===== src/rtl/booth_controller.sv =====
// -----------------------------------------------------------------------------
// booth_controller
//
// Control unit for a radix-2 Booth multiplier. It sequences an external
// datapath made of a multiplicand register (M), an accumulator (A), a
// multiplier shift register (Q) and the Q-1 Booth flop. Each of the WIDTH
// iterations looks at {Q[0], Q-1}. If the pair is 10 it subtracts M from A,
// if it is 01 it adds M to A, and in every case it then shifts
// {A, Q, Q-1} one place to the right arithmetically.
//
// Parameters
//   WIDTH    operand width in bits (2..32)
//
// Ports
//   clk      rising-edge clock for all state
//   clr      asynchronous active-high reset; returns the block to IDLE
//   start    multiply request, sampled only in IDLE
//   q0       LSB of the multiplier register
//   qm1      Q-1 Booth bit
//   ld_m     load multiplicand register
//   ld_q     load multiplier register
//   clr_a    synchronous clear of the accumulator
//   clr_qm1  synchronous clear of the Q-1 flop
//   ld_a     load A with the adder/subtractor result
//   addsub   1 = A-M, 0 = A+M (meaningful only while ld_a is high)
//   sft_en   arithmetic right shift of A, Q and Q-1 together
//   count    iterations remaining
//   busy     high while an operation is in progress (INIT..SHIFT)
//   done     single-cycle completion pulse
// -----------------------------------------------------------------------------
module booth_controller #(
  parameter int WIDTH = 32
) (
  input  logic                         clk,
  input  logic                         clr,
  input  logic                         start,
  input  logic                         q0,
  input  logic                         qm1,
  output logic                         ld_m,
  output logic                         ld_q,
  output logic                         clr_a,
  output logic                         clr_qm1,
  output logic                         ld_a,
  output logic                         addsub,
  output logic                         sft_en,
  output logic [$clog2(WIDTH+1)-1:0]   count,
  output logic                         busy,
  output logic                         done
);

  localparam int CW = $clog2(WIDTH + 1);
  localparam logic [CW-1:0] COUNT_INIT = CW'(WIDTH);
  localparam logic [CW-1:0] COUNT_ONE  = CW'(1);

  typedef enum logic [2:0] {
    S_IDLE,
    S_INIT,
    S_EVAL,
    S_ARITH,
    S_SHIFT,
    S_DONE
  } state_t;

  state_t          state_q, state_d;
  logic [CW-1:0]   count_q, count_d;
  logic            addsub_q, addsub_d;

  // State, iteration counter and the add/subtract choice latched in EVAL.
  always_ff @(posedge clk or posedge clr) begin
    if (clr) begin
      state_q  <= S_IDLE;
      count_q  <= '0;
      addsub_q <= 1'b0;
    end else begin
      state_q  <= state_d;
      count_q  <= count_d;
      addsub_q <= addsub_d;
    end
  end

  // Next-state logic. The counter is loaded as INIT is entered, so it shows
  // WIDTH for the whole first iteration. It only moves when SHIFT is exited,
  // which makes it reach zero exactly on the final shift and stay there until
  // the next start.
  always_comb begin
    state_d  = state_q;
    count_d  = count_q;
    addsub_d = addsub_q;

    unique case (state_q)
      S_IDLE: begin
        if (start) begin
          state_d = S_INIT;
          count_d = COUNT_INIT;
        end
      end

      S_INIT: begin
        state_d = S_EVAL;
      end

      // Only state in which q0/qm1 matter. 10 and 01 need an add or subtract
      // before the shift; 00 and 11 go straight to the shift.
      S_EVAL: begin
        if (q0 ^ qm1) begin
          state_d  = S_ARITH;
          addsub_d = q0;
        end else begin
          state_d  = S_SHIFT;
        end
      end

      S_ARITH: begin
        state_d = S_SHIFT;
      end

      S_SHIFT: begin
        count_d = count_q - COUNT_ONE;
        if (count_q == COUNT_ONE) begin
          state_d = S_DONE;
        end else begin
          state_d = S_EVAL;
        end
      end

      S_DONE: begin
        state_d = S_IDLE;
      end

      default: begin
        state_d = S_IDLE;
        count_d = '0;
      end
    endcase
  end

  // Outputs are decoded from the state register (plus the registered
  // addsub choice). This keeps every input-to-output path broken by a flop,
  // and the asynchronous clear drops every output in the same cycle.
  always_comb begin
    ld_m    = 1'b0;
    ld_q    = 1'b0;
    clr_a   = 1'b0;
    clr_qm1 = 1'b0;
    ld_a    = 1'b0;
    addsub  = 1'b0;
    sft_en  = 1'b0;
    busy    = 1'b0;
    done    = 1'b0;

    unique case (state_q)
      S_IDLE: begin
      end
      S_INIT: begin
        ld_m    = 1'b1;
        ld_q    = 1'b1;
        clr_a   = 1'b1;
        clr_qm1 = 1'b1;
        busy    = 1'b1;
      end
      S_EVAL: begin
        busy    = 1'b1;
      end
      S_ARITH: begin
        ld_a    = 1'b1;
        addsub  = addsub_q;
        busy    = 1'b1;
      end
      S_SHIFT: begin
        sft_en  = 1'b1;
        busy    = 1'b1;
      end
      S_DONE: begin
        done    = 1'b1;
      end
      default: begin
      end
    endcase
  end

  assign count = count_q;

endmodule


===== config.mk =====
export PLATFORM = sky130hd
export DESIGN_NAME = booth_controller
export DESIGN_NICKNAME = d
export VERILOG_FILES = /design/src/rtl/booth_controller.sv
export SDC_FILE = /design/constraint.sdc
export NUM_CORES = 1
export LEC_CHECK = 0
export CAP_MARGIN = 20
export CORE_UTILIZATION = 48
export DETAILED_ROUTE_END_ITERATION = 10
export PLACE_DENSITY = 0.91
export SLEW_MARGIN = 20
export SYNTH_ARGS = -nofsm -noshare
export SYNTH_HDL_FRONTEND = slang
export SYNTH_SLANG_ARGS = --single-unit

===== constraint.sdc =====
create_clock -name clk -period 3.5 [get_ports clk]
set_input_delay 0.35 -clock clk [delete_from_list [all_inputs] [get_ports clk]]
set_output_delay 0.35 -clock clk [all_outputs]
set_load 0.02 [all_outputs]

clock_map.png
Bar = 10 µm.
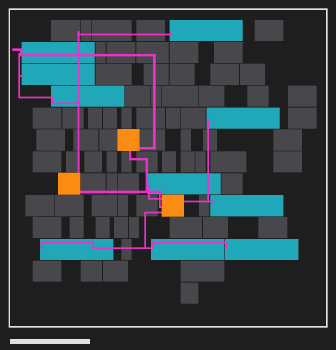
[magenta] clock wires | length: 156 µm
[cyan] flip-flops | count: 10
[orange] cells driving clock nets | count: 3
routed clock nets: 4
fraction of power consumed by the clock network: 14.0%
clock network power: 0.106 mW
Latency at later pin: 270 ps

drive_strength.png
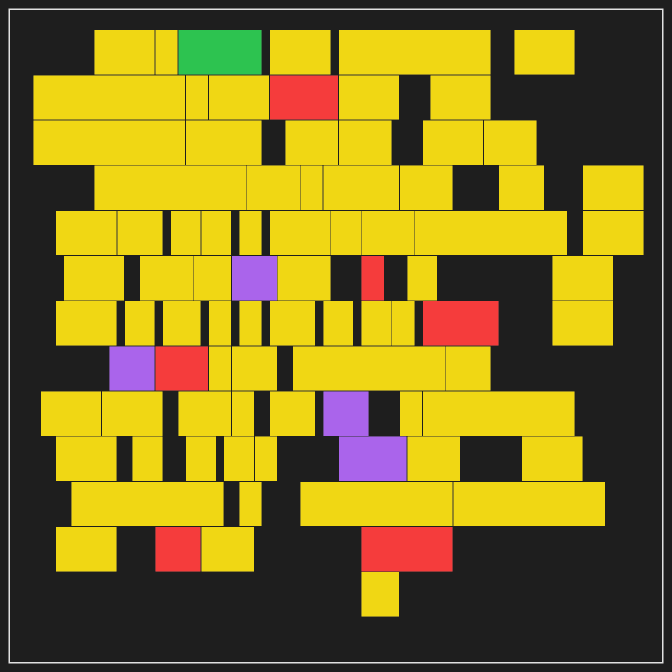
[purple] drive 3 to 4 | cells: 4 | share: 4.7%
[yellow] drive 1 or less | cells: 74 | share: 87%
[green] drive 6 and up | cells: 1 | share: 1.2%
[red] drive 2 | cells: 6 | share: 7.1%

wire_density.png
The die is cut into 8 by 8 equal tiles; dark blue is low, red is high, scaled to the fullest tile. Values are wire area over tile area, all layers added.
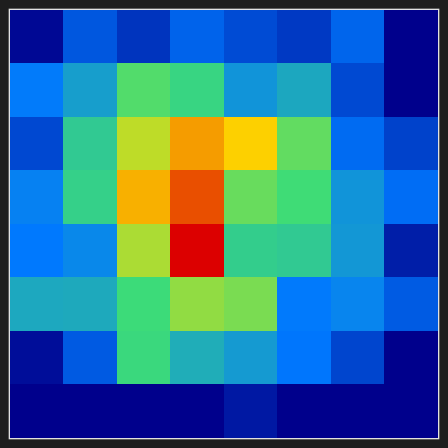
emptiest ninth of the die: south-east
nearly empty tiles: 17%
densest ninth of the die: center
post-detailed-route wirelength per cell: 13.6 µm
GRT Resource Usage Total: 21.4%

registers.png
Bar = 10 µm.
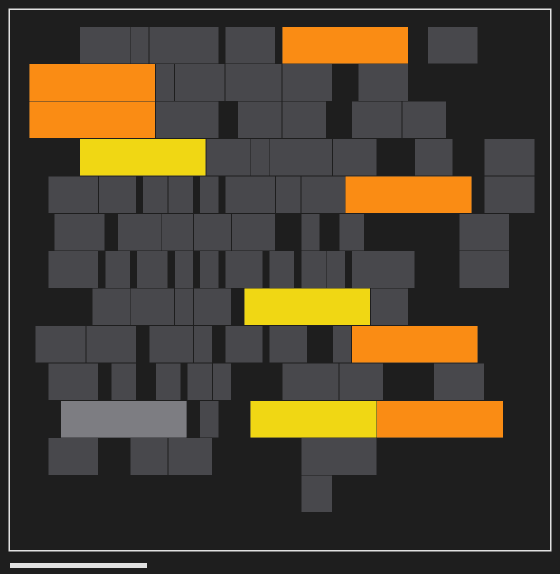
[yellow] state_q | flops: 3
[orange] count | flops: 6

==> impl.org <==
#+TITLE: Implementation results

** Run status
- The flow ran to the end, and the final reports show no timing, DRC or antenna violations.

** Finish
- Area growth from synthesis to layout :: 28.3%
- Measured on the finished design, the core utilization comes to 65.8%.
- The finished layout holds 100 standard cells, fillers aside.
- Largest class :: combinational gates
- Registers :: 10
- After layout, the inverter instance count without clock inverters stands at 7.
- The register with the most flip-flops in the layout has 6 of them.
- Area fraction of clock buffers and clock inverters :: 4.24%
- Flop share of the area :: 29.2%
- Once layout is done, the placed cells without fillers occupy 856 µm².
- The final layout report lists a clock buffer count of 4.
- Share of final-layout standard cells stronger than drive strength 1 :: roughly 13%
- In the layout the commonest cells are 19 x sky130_fd_sc_hd__clkdlybuf4s50_1, 10 x sky130_fd_sc_hd__dfrtp_1, 6 x sky130_fd_sc_hd__inv_1, 5 x sky130_fd_sc_hd__nor3_1, 5 x sky130_fd_sc_hd__nor2_1.
- Multi-input combinational cells in the finished layout were counted as 45.
- Total area of sequential cells :: about 250 µm²
- Per the layout area report, the combinational fraction of cell area is 39.0%.
- Leaving out fill and tap cells, the most frequent cell in the layout is sky130_fd_sc_hd__clkdlybuf4s50_1.
- Filler cell count :: ~110
- Area taken by multi-input logic gates :: 334 µm²

** Final timing
- Top achievable clock speed :: between 400 and 500 MHz
- Hold timing on the final database bottoms out at a slack of ~360 ps.
- Slew of the pin with the lowest slew margin :: between 400 and 500 ps
- Slew HR :: around 73%
- Layout Skew :: between 5 and 6 ps
- Post-route period utilization is reported as 68.5%.
- Number of setup violations in the final report :: 0
- RSZ-0062 raised after global routing :: no
- The final hold violation count recorded for this run is 0.
- Max Transition Viols Final :: 0
- Adding up every negative setup slack in the final design gives 0 ps.

** Clocking
- Hold-fix buffer count after cts :: 0
- Largest buffer count on any clock path :: 2
- On the reported timing paths, the clock transition at the registers reads 70 ps.
- CTS placed an instance of sky130_fd_sc_hd__clkbuf_4 at the clock tree root.
- CTS Buf Count :: 3
- Post-CTS timing repair inserted 0 buffers for setup.
- CTS built an H-tree with a depth of 1.

** Synthesis
- After synthesis the netlist holds a flip-flop and latch count of 10.
- Per-instance average area after synthesis :: around 9.8 µm²
- The share of the Yosys chip area taken by registers is 37.5%.
- Top logic cell family in the synthesized netlist :: simple AND/OR/NAND/NOR gates
- The share of synthesized area in the top cell type comes to 37.5%.
- Area of the mapped netlist :: approximately 670 µm²
- Cell taking the most area after synthesis :: sky130_fd_sc_hd__dfrtp_1
- The post-synth count of flops with an enable pin is 0.
- Complex Gates by Area :: a little under a fifth
- For reference, XOR and XNOR gates occupy between 5 and 6% of the area reported after synthesis.
- Synth mux share :: under 10%
- For this run the top cell type by instance count after synthesis was sky130_fd_sc_hd__dfrtp_1.
- Cell area leaders :: sky130_fd_sc_hd__dfrtp_1 38%, sky130_fd_sc_hd__buf_6 5.1%, sky130_fd_sc_hd__a22o_1 3.9%
- Unique masters post-synth :: 32
- Post-synthesis instance total :: approximately 68
- Commonest cells in the netlist :: 10 x sky130_fd_sc_hd__dfrtp_1, 6 x sky130_fd_sc_hd__inv_1, 5 x sky130_fd_sc_hd__nor2_1, 5 x sky130_fd_sc_hd__nor3_1
- In the synthesis report, Yosys lists the chip area as about 670 µm².
- Summing the areas of all and, or, nand and nor instances in the mapped netlist gives about a fifth of the synthesized area.

** Placed design
- Placed wire-length estimate :: 1010 µm
- Weighted congestion at the end of routability-driven global placement :: 0.828
- Setup slack after placement :: around 1400 ps
- Once placement finished, the instance area stood at ~820 µm².
- Cell count after placement :: around 96

** Critical path
- The timing report shows that the slowest cell on the worst path is sky130_fd_sc_hd__clkdlybuf4s50_1.
- The worst register-to-register path depth is 3.
- Crit path largest cell delay :: a little over 600 ps
- Critical path peak fanout :: 12
- WP data required :: about 3200 ps
- The worst register-to-register path ends at count[2]$_DFFE_PP0P_.
- Register-to-register setup slack :: just over 2000 ps
- Cells along the critical path :: or3b_4 > inv_2 > clkdlybuf4s50_1
- The critical path starts at state_q[2]$_DFFE_PP0P_.
- The arrival time of data at the worst endpoint is listed as a little over 2000 ps.
- Termination of the worst setup path :: sft_en
- For reference, the most critical setup path is categorized as flip-flop to primary output.
- In this run the critical register-to-register path is launched from state_q[2]$_DFFE_PP0P_.

** Power
- Switch Pwr :: roughly 0.33 mW
- Lkg Pwr :: ~0.38 nW
- Across the VDD grid, the largest voltage drop is ~0.44 mV.
- PnR Total Power :: approximately 0.76 mW
- Power Internal :: 0.427 mW
- Sequential power share :: between 20% and 30%
- Switching power as a fraction of the total was reported as 43.4%.
- Per the summary, power density relative to cell area is between 800 and 900 nW/µm².
- Fraction of power consumed by combinational cells :: about 57%

** Detailed routing
- Via density per instance :: approximately 5.6
- Per the post-route antenna check, the number of violating nets is 0.
- Remaining routing DRC violations :: 0
- Overall via count from detail_route :: around 560
- Before antenna repair, the detailed router went through 4 iterations.
- Wires add up to ~1400 µm.

** Floorplan
- Die Y-Extent :: 39.3 µm
- The floorplan has 13 rows.
- For this design the top-level I/O count stands at 20.
- Floorplan-stage core utilization :: a little over 50%
- Tap Count :: 15
- DIE WIDTH :: ~39 µm
- Core region area :: around 1300 µm²

** Hold path
- The min-delay analysis places its worst path in the category primary input to async pin.

** Job
- Max-cap violations in this run came to 0.
- Summing over the stages, the warning tally comes to 27.

** Global routing
- Entering global routing, the biggest net connects 13 pins.
- The initial antenna violation count was 0.
- The number of global-route vias before repair was ~490.
- The first global-routing pass estimated approximately 2200 µm of wire.
==> metal layers <==
layer  vias up  part of all wire (%)  GRT usage [%]
met5         -                     0              0
met4         0                  0.81           5.17
met3         2                   6.5           6.82
met2        18                    45           34.2
met1       263                    47           27.8
li1        274                     -              -
==> worst max-delay path: cells and delay by family (launching register included) <==
kind                   cells  cell delay (ps)
buffers and inverters      2              720
flip-flops                 1              580
AND/OR/NAND/NOR            1              470
==> power by group through the flow <==
stage | registers [mW] | logic [mW] | clock network (mW)
after floorplan | 0.204 | 0.330 | 0
after global placement | 0.217 | 0.422 | 0
after detailed placement | 0.219 | 0.428 | 0
after CTS | 0.218 | 0.432 | 0.107
after global routing | 0.229 | 0.469 | 0.113
final | 0.219 | 0.430 | 0.106
Power figures rest on the tool's default switching activity, not on a simulated workload.
